Routed clock nets over the placement:
Scale bar: 20 um.
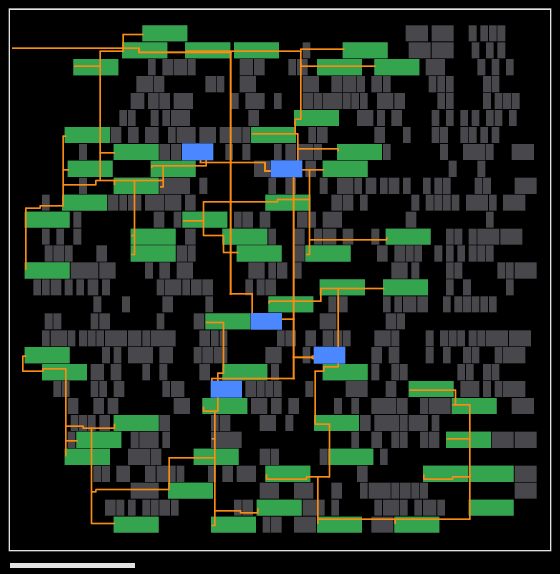
Placement by cell class:
Scale bar: 20 um.
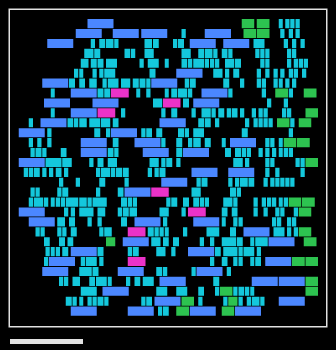
Logic cells by family:
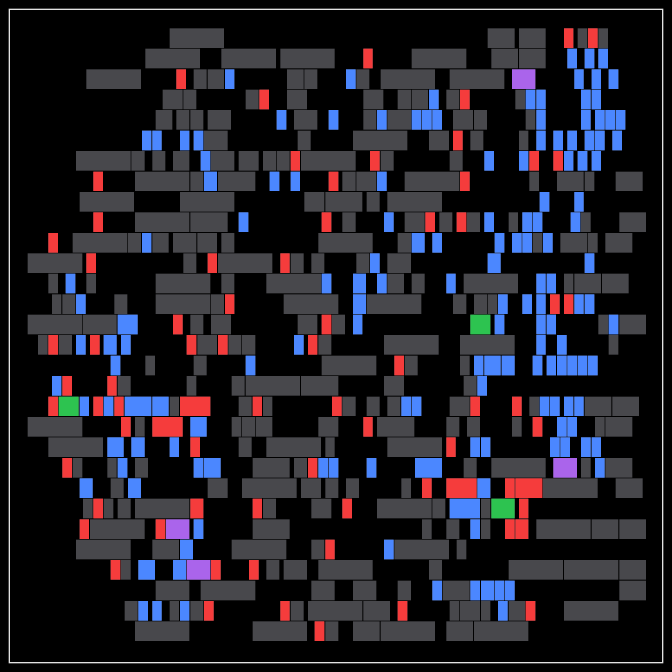
Routing congestion map:
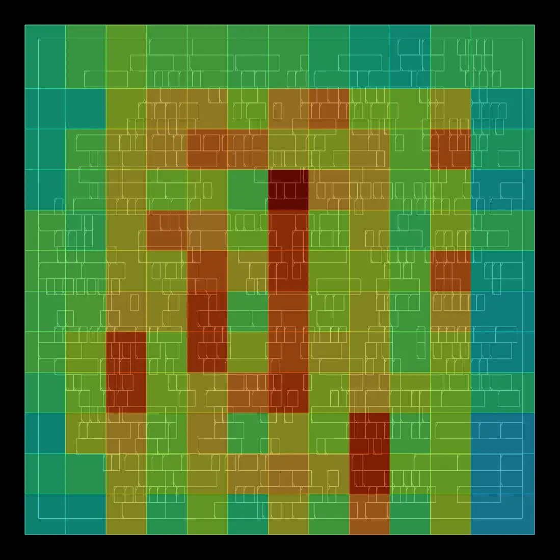
Sequential cells grouped by signal name:
Scale bar: 20 um. Other sequential cells in the stronger gray, the rest of the logic in the fainter gray.
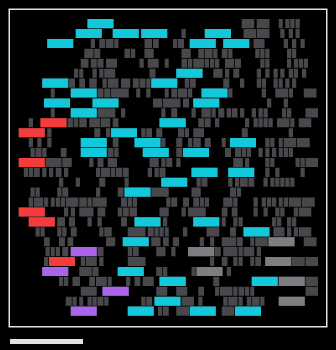
<file path="config.mk">
export PLATFORM = sky130hd
export DESIGN_NAME = mkio_word_tx
export DESIGN_NICKNAME = d
export VERILOG_FILES = /design/src/rtl/mkio_word_tx.sv
export SDC_FILE = /design/constraint.sdc
export NUM_CORES = 1
export LEC_CHECK = 0
export ABC_AREA = 1
export CORE_MARGIN = 2
export CORE_UTILIZATION = 45
export CTS_CLUSTER_SIZE = 20
export DETAILED_ROUTE_END_ITERATION = 10
export SLEW_MARGIN = 20
export SYNTH_ARGS = -nofsm -noshare
export SYNTH_HDL_FRONTEND = slang
export SYNTH_SLANG_ARGS = --single-unit
</file>
<file path="constraint.sdc">
create_clock -name clk -period 4.4 [get_ports clk]
set_input_delay 0.88 -clock clk [delete_from_list [all_inputs] [get_ports clk]]
set_output_delay 0.88 -clock clk [all_outputs]
set_load 0.02 [all_outputs]
</file>
<file path="src/rtl/mkio_word_tx.sv">
// mkio_word_tx: Manchester-II MKIO word transmitter (3-bit-time sync, 16 data bits MSB first, odd parity).
// Optional feature macro MKIO_TX_ERR_INJECT_EN adds tx_par_err, which inverts the transmitted parity.
module mkio_word_tx #(
    parameter int HALF_BIT_CLKS = 16
) (
    input  logic        clk,
    input  logic        reset,
    input  logic        tx_valid,
    input  logic        tx_sync,
    input  logic [15:0] tx_data,
`ifdef MKIO_TX_ERR_INJECT_EN
    input  logic        tx_par_err,
`endif
    output logic        tx_ready,
    output logic        tx_busy,
    output logic        tx_done,
    output logic        DO1,
    output logic        DO0,
    output logic        TX_INHIBIT
);
    localparam int CNT_W = $clog2(HALF_BIT_CLKS);
    localparam logic [CNT_W-1:0] CNT_MAX = CNT_W'(HALF_BIT_CLKS - 1);
    localparam logic [5:0] IDX_MAX = 6'd39;

    typedef enum logic {IDLE, SEND} state_t;

    state_t           state, state_nxt;
    logic [CNT_W-1:0] half_cnt, half_cnt_nxt;
    logic [5:0]       half_idx, half_idx_nxt;
    logic [39:0]      shreg, shreg_nxt;
    logic [39:0]      new_word;
    logic             ready_q;
    logic             accept;
    logic             last_nxt;
    logic             par_err;

`ifdef MKIO_TX_ERR_INJECT_EN
    assign par_err = tx_par_err;
`else
    assign par_err = 1'b0;
`endif

    // Whole word as half-bits, MSB (bit 39) goes on the line first.
    function automatic logic [39:0] build_word(input logic sync, input logic [15:0] data,
                                               input logic par);
        logic [39:0] w;
        w[39:34] = sync ? 6'b111000 : 6'b000111;
        for (int i = 0; i < 16; i++) begin
            w[33 - 2*i] = data[15 - i];
            w[32 - 2*i] = ~data[15 - i];
        end
        w[1] = par;
        w[0] = ~par;
        return w;
    endfunction

    assign tx_ready = ready_q & ~reset;
    assign accept   = tx_valid & tx_ready;
    assign new_word = build_word(tx_sync, tx_data, (~^tx_data) ^ par_err);

    always_comb begin
        state_nxt    = state;
        half_cnt_nxt = half_cnt;
        half_idx_nxt = half_idx;
        shreg_nxt    = shreg;
        case (state)
            IDLE: begin
                if (accept) begin
                    state_nxt    = SEND;
                    shreg_nxt    = new_word;
                    half_cnt_nxt = '0;
                    half_idx_nxt = '0;
                end
            end
            SEND: begin
                if (half_cnt == CNT_MAX) begin
                    half_cnt_nxt = '0;
                    if (half_idx == IDX_MAX) begin
                        // accept is only possible here, giving gap-free back-to-back words
                        half_idx_nxt = '0;
                        if (accept) begin
                            shreg_nxt = new_word;
                        end else begin
                            state_nxt = IDLE;
                        end
                    end else begin
                        half_idx_nxt = half_idx + 6'd1;
                        shreg_nxt    = {shreg[38:0], 1'b0};
                    end
                end else begin
                    half_cnt_nxt = half_cnt + CNT_W'(1);
                end
            end
            default: state_nxt = IDLE;
        endcase
    end

    assign last_nxt = (state_nxt == SEND) && (half_idx_nxt == IDX_MAX) && (half_cnt_nxt == CNT_MAX);

    always_ff @(posedge clk) begin
        if (reset) begin
            state      <= IDLE;
            half_cnt   <= '0;
            half_idx   <= '0;
            shreg      <= '0;
            ready_q    <= 1'b1;
            tx_busy    <= 1'b0;
            tx_done    <= 1'b0;
            DO1        <= 1'b0;
            DO0        <= 1'b0;
            TX_INHIBIT <= 1'b1;
        end else begin
            state      <= state_nxt;
            half_cnt   <= half_cnt_nxt;
            half_idx   <= half_idx_nxt;
            shreg      <= shreg_nxt;
            ready_q    <= (state_nxt == IDLE) || last_nxt;
            tx_busy    <= (state_nxt == SEND);
            tx_done    <= last_nxt;
            DO1        <= (state_nxt == SEND) & shreg_nxt[39];
            DO0        <= (state_nxt == SEND) & ~shreg_nxt[39];
            TX_INHIBIT <= (state_nxt != SEND);
        end
    end

endmodule

</file>
==> run_summary.xml <==
<?xml version="1.0" encoding="UTF-8"?>
<metrics>
  <group name="timing">
    <metric name="timing.final.ws_setup" unit="ns">1.20</metric>
    <metric name="maxClockFrequency" unit="MHz">313</metric>
    <metric name="fin_setup_tns" unit="ns">0</metric>
    <metric name="layout_worst_path_cycle_share" unit="%">72.7</metric>
    <metric name="hold_viol" unit="">0</metric>
    <metric name="post_route_hold_slack" unit="ns">0.488</metric>
    <metric name="worst_pin_slew" unit="ns">0.664</metric>
    <metric name="setup_violations" unit="">0</metric>
    <metric name="grt_setup_unrepaired" unit="">false</metric>
    <metric name="finalMaxSlewViolations" unit="">0</metric>
    <metric name="max_slew_margin" unit="%">55.7</metric>
  </group>
  <group name="worst_setup_path">
    <metric name="worst-setup-path-type" unit="">in2out</metric>
    <metric name="cpLargestDelayFamily" unit="">buffers and inverters</metric>
    <metric name="crit_path_max_incr_delay" unit="ns">0.61</metric>
    <metric name="worstPathArrival" unit="ns">2.32</metric>
    <metric name="rr_startpoint" unit="">half_cnt[0]$_SDFF_PP0_</metric>
    <metric name="path_cells" unit="">clkdlybuf4s50_1, buf_4, nor2_1, clkdlybuf4s50_1</metric>
    <metric name="cp-start-kind" unit="">input pin</metric>
    <metric name="slowest_stage" unit="">clkdlybuf4s50_1</metric>
    <metric name="worst_endpoint_required_time" unit="ns">3.52</metric>
    <metric name="ff2ff_setup_slack" unit="ns">2.16</metric>
    <metric name="r2r_end" unit="">shreg[39]$_SDFF_PP0_</metric>
    <metric name="critical_path.endpoint_type" unit="">output pin</metric>
    <metric name="crit_path_end" unit="">tx_ready</metric>
    <metric name="critPathMostFrequentCell" unit="">clkdlybuf4s50_1</metric>
    <metric name="r2r_cells" unit="">8</metric>
    <metric name="crit_path_start" unit="">reset</metric>
    <metric name="critical_path.max_fanout" unit="">25</metric>
  </group>
  <group name="synth">
    <metric name="synth_area_per_cell" unit="um^2">6.56</metric>
    <metric name="ys.warnings.count" unit="">0</metric>
    <metric name="netlist_top_cells_count" unit="">nand2_1 (126), nor2_1 (67), dfxtp_1 (56)</metric>
    <metric name="ys.flops" unit="">56</metric>
    <metric name="netlist_area_pre_place" unit="um^2">3080</metric>
    <metric name="top_cell_type_by_instance_count_after_synthesis" unit="">nand2_1</metric>
    <metric name="yosysSeqAreaShare" unit="%">36.4</metric>
    <metric name="post_synth_inst_count" unit="">469</metric>
    <metric name="yosys_cells" unit="">469</metric>
    <metric name="synthesized_net_count" unit="">491</metric>
    <metric name="synth.area.top_cells" unit="">dfxtp_1 (36%), nand2_1 (15%), nor2_1 (8.2%)</metric>
    <metric name="synthFlopType" unit="">dfxtp_1</metric>
    <metric name="synthArstFlopShare" unit="%">0</metric>
    <metric name="yosys_cell_types" unit="">33</metric>
    <metric name="post_synth_area_from_yosys_stat" unit="um^2">3080</metric>
    <metric name="yosys.area.top_type_share" unit="%">36.4</metric>
  </group>
  <group name="layout">
    <metric name="nFillCells" unit="">705</metric>
    <metric name="diodes" unit="">0</metric>
    <metric name="fin_nets" unit="">502</metric>
  </group>
  <group name="drt">
    <metric name="wirelength" unit="mm">7.58</metric>
    <metric name="viasPerCell" unit="">5.31</metric>
    <metric name="wl_met3" unit="um">350</metric>
    <metric name="route.vias.total" unit="">2971</metric>
    <metric name="detailedRoute.firstPassIterationCount" unit="">4</metric>
    <metric name="met1Wirelength" unit="mm">3.86</metric>
  </group>
  <group name="power_and_ir_drop">
    <metric name="vdd.ir_drop.worst" unit="mV">0.132</metric>
    <metric name="p_switching" unit="W">0.000342</metric>
    <metric name="power.total" unit="W">0.00112</metric>
    <metric name="power.internal" unit="W">0.000775</metric>
    <metric name="power_frac_comb" unit="%">22.0</metric>
    <metric name="p_leak" unit="nW">1.37</metric>
    <metric name="power.switching_fraction" unit="%">30.6</metric>
    <metric name="sequentialPowerShare" unit="%">51.1</metric>
    <metric name="power.density_cell_area" unit="nW/um^2">326</metric>
  </group>
  <group name="global_routing">
    <metric name="gr-max-usage-layer" unit="">met2</metric>
    <metric name="initial_antenna_violation_count" unit="">0</metric>
    <metric name="grt_pass1_vias" unit="">2707</metric>
    <metric name="grt.overflow.total" unit="">0</metric>
    <metric name="global_route_wire_length_before_repair" unit="mm">12.9</metric>
    <metric name="grt_max_degree" unit="">42</metric>
  </group>
  <group name="clock_tree">
    <metric name="tritoncts" unit="">built</metric>
    <metric name="cts-root-to-sink-buffers" unit="">2</metric>
    <metric name="cts_num_sinks" unit="">56</metric>
    <metric name="clock_root_buffer" unit="">clkbuf_8</metric>
    <metric name="worst_setup_hold_path_clk_slew" unit="ns">0.09</metric>
    <metric name="cts.repair.resized" unit="">0</metric>
    <metric name="cts_h_tree_depth" unit="">2</metric>
    <metric name="cts_inserted_buffers" unit="">5</metric>
    <metric name="post_cts_buffers" unit="">0</metric>
  </group>
  <group name="floorplan">
    <metric name="fp.dieArea" unit="um^2">7520</metric>
    <metric name="die_width" unit="um">86.7</metric>
    <metric name="floorplan.die.height" unit="um">86.7</metric>
    <metric name="fp_util" unit="%">45.8</metric>
  </group>
  <group name="placed_design">
    <metric name="port-buffer-count" unit="">25</metric>
    <metric name="globalplace.congestion" unit="">0.846</metric>
    <metric name="hpwlAfterDp" unit="mm">5.11</metric>
    <metric name="dpl_cell_area" unit="um^2">3330</metric>
    <metric name="dp_worst_setup_slack" unit="ns">0.982</metric>
    <metric name="placedCellCount" unit="">553</metric>
  </group>
  <group name="flow_run">
    <metric name="maxCapViolCount" unit="">0</metric>
    <metric name="openroad.warnings" unit="">26</metric>
  </group>
  <group name="hold_path">
    <metric name="whs_endpoint" unit="">shreg[4]$_SDFFE_PP0P_</metric>
    <metric name="holdCritPathClass" unit="">reg2reg</metric>
    <metric name="hold-path-cell-count" unit="">2</metric>
  </group>
  <group name="status">
    <metric name="status" unit="">completed</metric>
  </group>
</metrics>
Notes on 'routed clock nets over the placement' above:
Blue marks clock-net drivers, count 5. Green marks flip-flops, count 56. Orange marks clock wires, length 682 um.
There are 6 routed clock nets. Position of the flops: widely spread.
Clock power frac: 26.9%
insertion delay at the late pin of the worst-skew pair: 0.31 ns
P_clk: 0.000301 W
Fin Clk Skew: 0.00912 ns

Notes on 'placement by cell class' above:
Green marks remaining buffers and delay cells, cells 27, share of their area 8.0%. Blue marks registers, cells 56, share of their area 34%. Magenta marks clock drivers and dummy loads, cells 7, share of their area 2.9%. Cyan marks remaining logic cells, cells 390, share of their area 55%.
# rows: 30
Core Area: 6720 um^2
flip-flop and latch share of the layout cell area: 32.7%
finished layout cell area: 3430 um^2

Notes on 'logic cells by family' above:
Green marks non-inverting ao/oa cells, cells 3. Red marks nor cells, cells 73, where widely spread. Blue marks nand cells, cells 150. Purple marks xor and xnor cells, cells 4.
share of cell area taken by multi-input logic gates: 49.0%
most frequent standard cell in the layout excluding fill and tap cells: nand2_1
Final Instance Count excl. Fillers: 560

Notes on 'routing congestion map' above:
WL/cell: 13.5 um
overall global routing resource usage: 21.4%
met3 track demand over resource: 3.62%

Notes on 'sequential cells grouped by signal name' above:
Red marks half_idx, flops 6. Cyan marks shreg, flops 40. Purple marks half_cnt, flops 4, where south-west.
Another 6 sequential cells are not colored.
sequential power: 0.000571 W
core utilization of the finished layout: 51.0%
area taken by flip-flops and latches: 1120 um^2

cell usage in the layout, fill, tap and decap left out, drive strengths merged:
| master | count |
|---|---|
| inv | 44 |
| o2bb2ai | 3 |
| buf | 2 |
| o21ai | 45 |
| a211oi | 18 |
| nand3 | 16 |
| o22ai | 1 |
| clkbuf | 7 |
| a22o | 1 |
| o221ai | 7 |
| o21a | 2 |
| nand4 | 3 |
| nand2 | 130 |
| nand3b | 1 |
| xor2 | 2 |
| clkdlybuf4s50 | 25 |
| a21oi | 31 |
| mux2i | 1 |
| nor3 | 3 |
| xnor2 | 2 |
| nor2 | 70 |
| ha | 2 |
| dfxtp | 56 |
| a31oi | 8 |
cells by family (layout without fill, tap and decap cells):
kind of cell / after synthesis / count (layout) / share of synthesized area, %
AND-OR/OR-AND: 116 / 116 / 22.2
buffers and inverters: 67 / 78 / 9.07
AND/OR/NAND/NOR: 223 / 223 / 30.0
flip-flops: 56 / 56 / 36.4
XOR/XNOR: 4 / 4 / 1.14
adder cells (fa/ha/maj): 2 / 2 / 0.813
multiplexers: 1 / 1 / 0.325
area by class of cell:
type	instances	area (um^2)	area share, %
multi-input combinational	346	1680	49.0
clock buffer	7	96.3	2.81
timing repair buffer	27	265	7.74
sequential	56	1120	32.7
inverter	44	165	4.82
tap	80	100	2.92
state kept, by name (all words and copies together), names as in the netlist:
signal,count
DO1,1
state,1
DO0,1
ready_q,1
half_idx,6
half_cnt,4
TX_INHIBIT,1
tx_done,1
shreg,40
power by group through the flow:
stage | registers [W] | clock network [W] | logic [W]
global placement | 0.000582 | 0 | 0.000244
detailed placement | 0.000581 | 0 | 0.000246
finish | 0.000571 | 0.000301 | 0.000246
floorplan | 0.000579 | 0 | 0.000172
global route | 0.000575 | 0.000331 | 0.000280
CTS | 0.000570 | 0.000310 | 0.000247
Power figures rest on the tool's default switching activity, not on a simulated workload.
